`src/rtl/iob_pfsm_input_cond.sv`:
```
// Input conditioning for the PFSM: per-bit 2-FF synchronizer, debounce filter,
// and level/edge qualifier with sticky event capture feeding input_ports.
module iob_pfsm_input_cond #(
  parameter int INPUT_W    = 4,
  parameter int DEBOUNCE_W = 8
) (
  input  logic                  clk_i,
  input  logic                  rst_i,
  input  logic                  cke_i,
  input  logic [INPUT_W-1:0]    raw_i,
  input  logic [DEBOUNCE_W-1:0] debounce_cycles_i,
  input  logic [2*INPUT_W-1:0]  mode_i,
  input  logic [INPUT_W-1:0]    clear_i,
  output logic [INPUT_W-1:0]    stable_o,
  output logic [INPUT_W-1:0]    input_ports_o
);

  localparam logic [1:0] MODE_LEVEL = 2'b00;
  localparam logic [1:0] MODE_RISE  = 2'b01;
  localparam logic [1:0] MODE_FALL  = 2'b10;
  localparam logic [1:0] MODE_BOTH  = 2'b11;

  localparam logic [DEBOUNCE_W-1:0] CNT_ONE = DEBOUNCE_W'(1);

  logic [INPUT_W-1:0]    sync1_q;
  logic [INPUT_W-1:0]    sync2_q;
  logic [INPUT_W-1:0]    stable_q;
  logic [INPUT_W-1:0]    stable_d;
  logic [INPUT_W-1:0]    flag_q;
  logic [INPUT_W-1:0]    flag_d;
  logic [DEBOUNCE_W-1:0] cnt_q [INPUT_W];
  logic [DEBOUNCE_W-1:0] cnt_d [INPUT_W];

  // Debounce and event qualification; >= lets a lowered threshold act immediately
  // and keeps the counter from ever wrapping.
  always_comb begin
    logic upd;
    logic evt;
    stable_d = stable_q;
    flag_d   = flag_q;
    upd      = 1'b0;
    evt      = 1'b0;
    for (int i = 0; i < INPUT_W; i++) begin
      upd      = 1'b0;
      evt      = 1'b0;
      cnt_d[i] = '0;
      if (sync2_q[i] != stable_q[i]) begin
        if (cnt_q[i] >= debounce_cycles_i) begin
          upd         = 1'b1;
          stable_d[i] = sync2_q[i];
        end else begin
          cnt_d[i] = cnt_q[i] + CNT_ONE;
        end
      end
      unique case (mode_i[2*i +: 2])
        MODE_RISE: evt = upd & sync2_q[i];
        MODE_FALL: evt = upd & ~sync2_q[i];
        MODE_BOTH: evt = upd;
        default:   evt = 1'b0;
      endcase
      // Set beats clear so an event coinciding with a clear is never lost.
      if (evt) begin
        flag_d[i] = 1'b1;
      end else if (clear_i[i] && (mode_i[2*i +: 2] != MODE_LEVEL)) begin
        flag_d[i] = 1'b0;
      end
    end
  end

  always_ff @(posedge clk_i) begin
    if (rst_i) begin
      sync1_q  <= '0;
      sync2_q  <= '0;
      stable_q <= '0;
      flag_q   <= '0;
      for (int i = 0; i < INPUT_W; i++) begin
        cnt_q[i] <= '0;
      end
    end else if (cke_i) begin
      sync1_q  <= raw_i;
      sync2_q  <= sync1_q;
      stable_q <= stable_d;
      flag_q   <= flag_d;
      cnt_q    <= cnt_d;
    end
  end

  always_comb begin
    input_ports_o = flag_q;
    for (int i = 0; i < INPUT_W; i++) begin
      if (mode_i[2*i +: 2] == MODE_LEVEL) begin
        input_ports_o[i] = stable_q[i];
      end
    end
  end

  assign stable_o = stable_q;

endmodule

```
`config.mk`:
```
export PLATFORM = sky130hd
export DESIGN_NAME = iob_pfsm_input_cond
export DESIGN_NICKNAME = d
export VERILOG_FILES = /design/src/rtl/iob_pfsm_input_cond.sv
export SDC_FILE = /design/constraint.sdc
export NUM_CORES = 1
export LEC_CHECK = 0
export ABC_CLOCK_PERIOD_IN_PS = 3950
export CORE_AREA = 2 2 83 85
export DETAILED_ROUTE_END_ITERATION = 7
export DIE_AREA = 0 0 85 87
export PLACE_DENSITY = 0.76
export SETUP_SLACK_MARGIN = 0.05
export SLEW_MARGIN = 10
export SYNTH_ARGS = -nofsm -noshare
export SYNTH_HDL_FRONTEND = slang
export SYNTH_SLANG_ARGS = --single-unit
```
`constraint.sdc`:
```
create_clock -name clk_i -period 3.95 [get_ports clk_i]
set_input_delay 0.79 -clock clk_i [delete_from_list [all_inputs] [get_ports clk_i]]
set_output_delay 0.79 -clock clk_i [all_outputs]
set_load 0.02 [all_outputs]
```
==> results.cfg <==
; generated from flow reports
[run_status]
status = finished clean

[clock_network]
cts_inserted_buffers = 5
cts.hold.buffers_added = 0
cts.repair.resized = 0

[finish]
final_nets = 513
lay_top_cells = ha_1 (48), dfxtp_1 (48), nand2b_1 (39), nand3_1 (38), a21oi_1 (37)

[pwr]
p_sw_uw = 244
pwr-share-comb = 0.140
p_leak_uw = 0.00162
pg_clk_uw = 315

[timing]
maxSlewViolCount = 0

[global_routing]
grt_use_met3 = 0.0370

[synthesis]
ys.flop_type = dfxtp_1
ys.warnings.count = 0
synth_area_per_cell_um2 = 8.46

[critical_path]
crit_buf_inv = 3
cpPeakStageDelay_ps = 590
start_kind = input pin
cpMaxStageDelayCell = clkdlybuf4s50_1

[detailed_routing]
routedWlPerCell_um = 14.3
drt-initial-drc-count = 163
wl_mm = 7.43
dr.pass1.iters = 4
[per-stage QoR]
stage | cell area (um2) | hold WS, ps | worst slack [ps]
floorplan | 3490 | 434 | 1650
global placement | 3840 | 448 | 811
CTS | 3930 | 466 | 782
finish | 3930 | 463 | 791
global route | 3930 | 493 | 716
detailed placement | 3840 | 453 | 785
[registers in the layout (all words and copies together) (netlist names)]
name,cells
stable_o,4
sync2_q,4
sync1_q,4
cnt_q,32
flag_q,4
[kinds of logic (layout without fill, tap and decap cells)]
group                    after synthesis  count (layout)
multiplexers                          12              12
buffers and inverters                 42              68
flip-flops                            48              48
AND-OR/OR-AND                         93              93
AND/OR/NAND/NOR                      170             170
adder cells (fa/ha/maj)               48              48
[tightest hold or removal path, stage by stage, from the launching register on]
cell,delay (ps)
dfxtp_1,320
nand2_1,50
a21oi_1,60
**M2 wires**

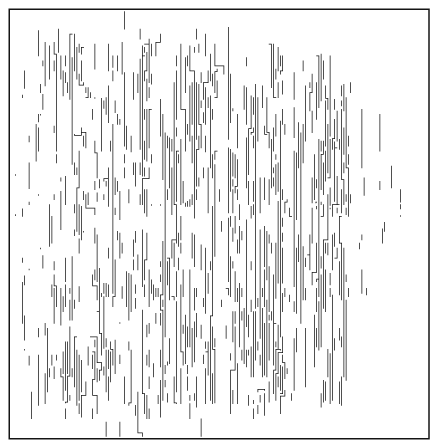
nets with wire on the layer = 414
wire length on this layer = 3480 um
main direction = vertical
share of all routed wire = 47%
longest straight run = 45.6 um

**Sizing map**

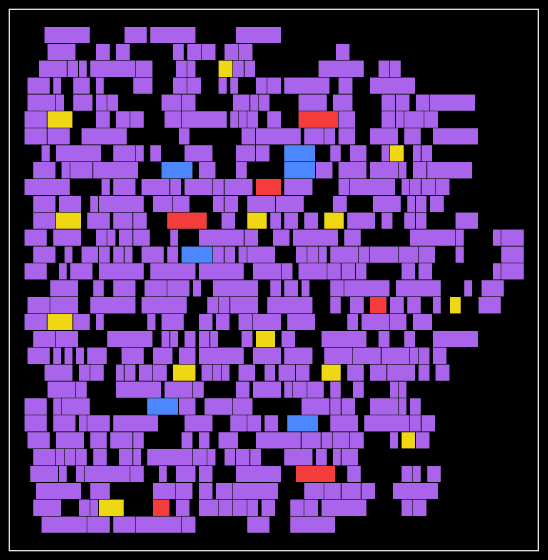
blue -> x6 and larger  # cells 6
purple -> x1 and smaller  # cells 414
red -> x3 and x4  # cells 6
yellow -> x2  # cells 13

**The metal 1 layer**

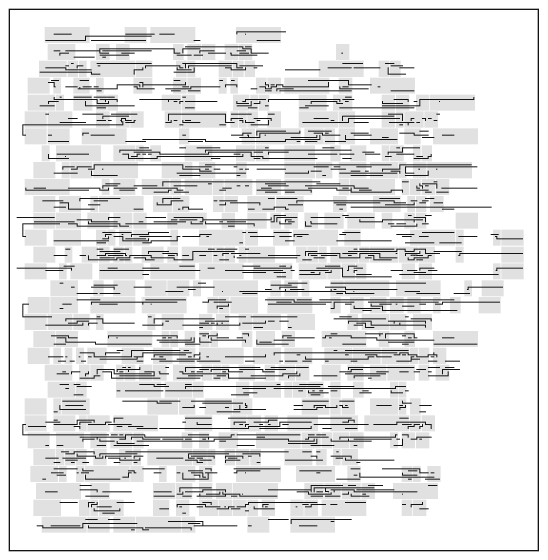
wire length on this layer = 3560 um
longest straight run = 29.9 um
share of all routed wire = 48%
nets with wire on the layer = 461
main direction = horizontal

Power and IR drop assume default switching activity.
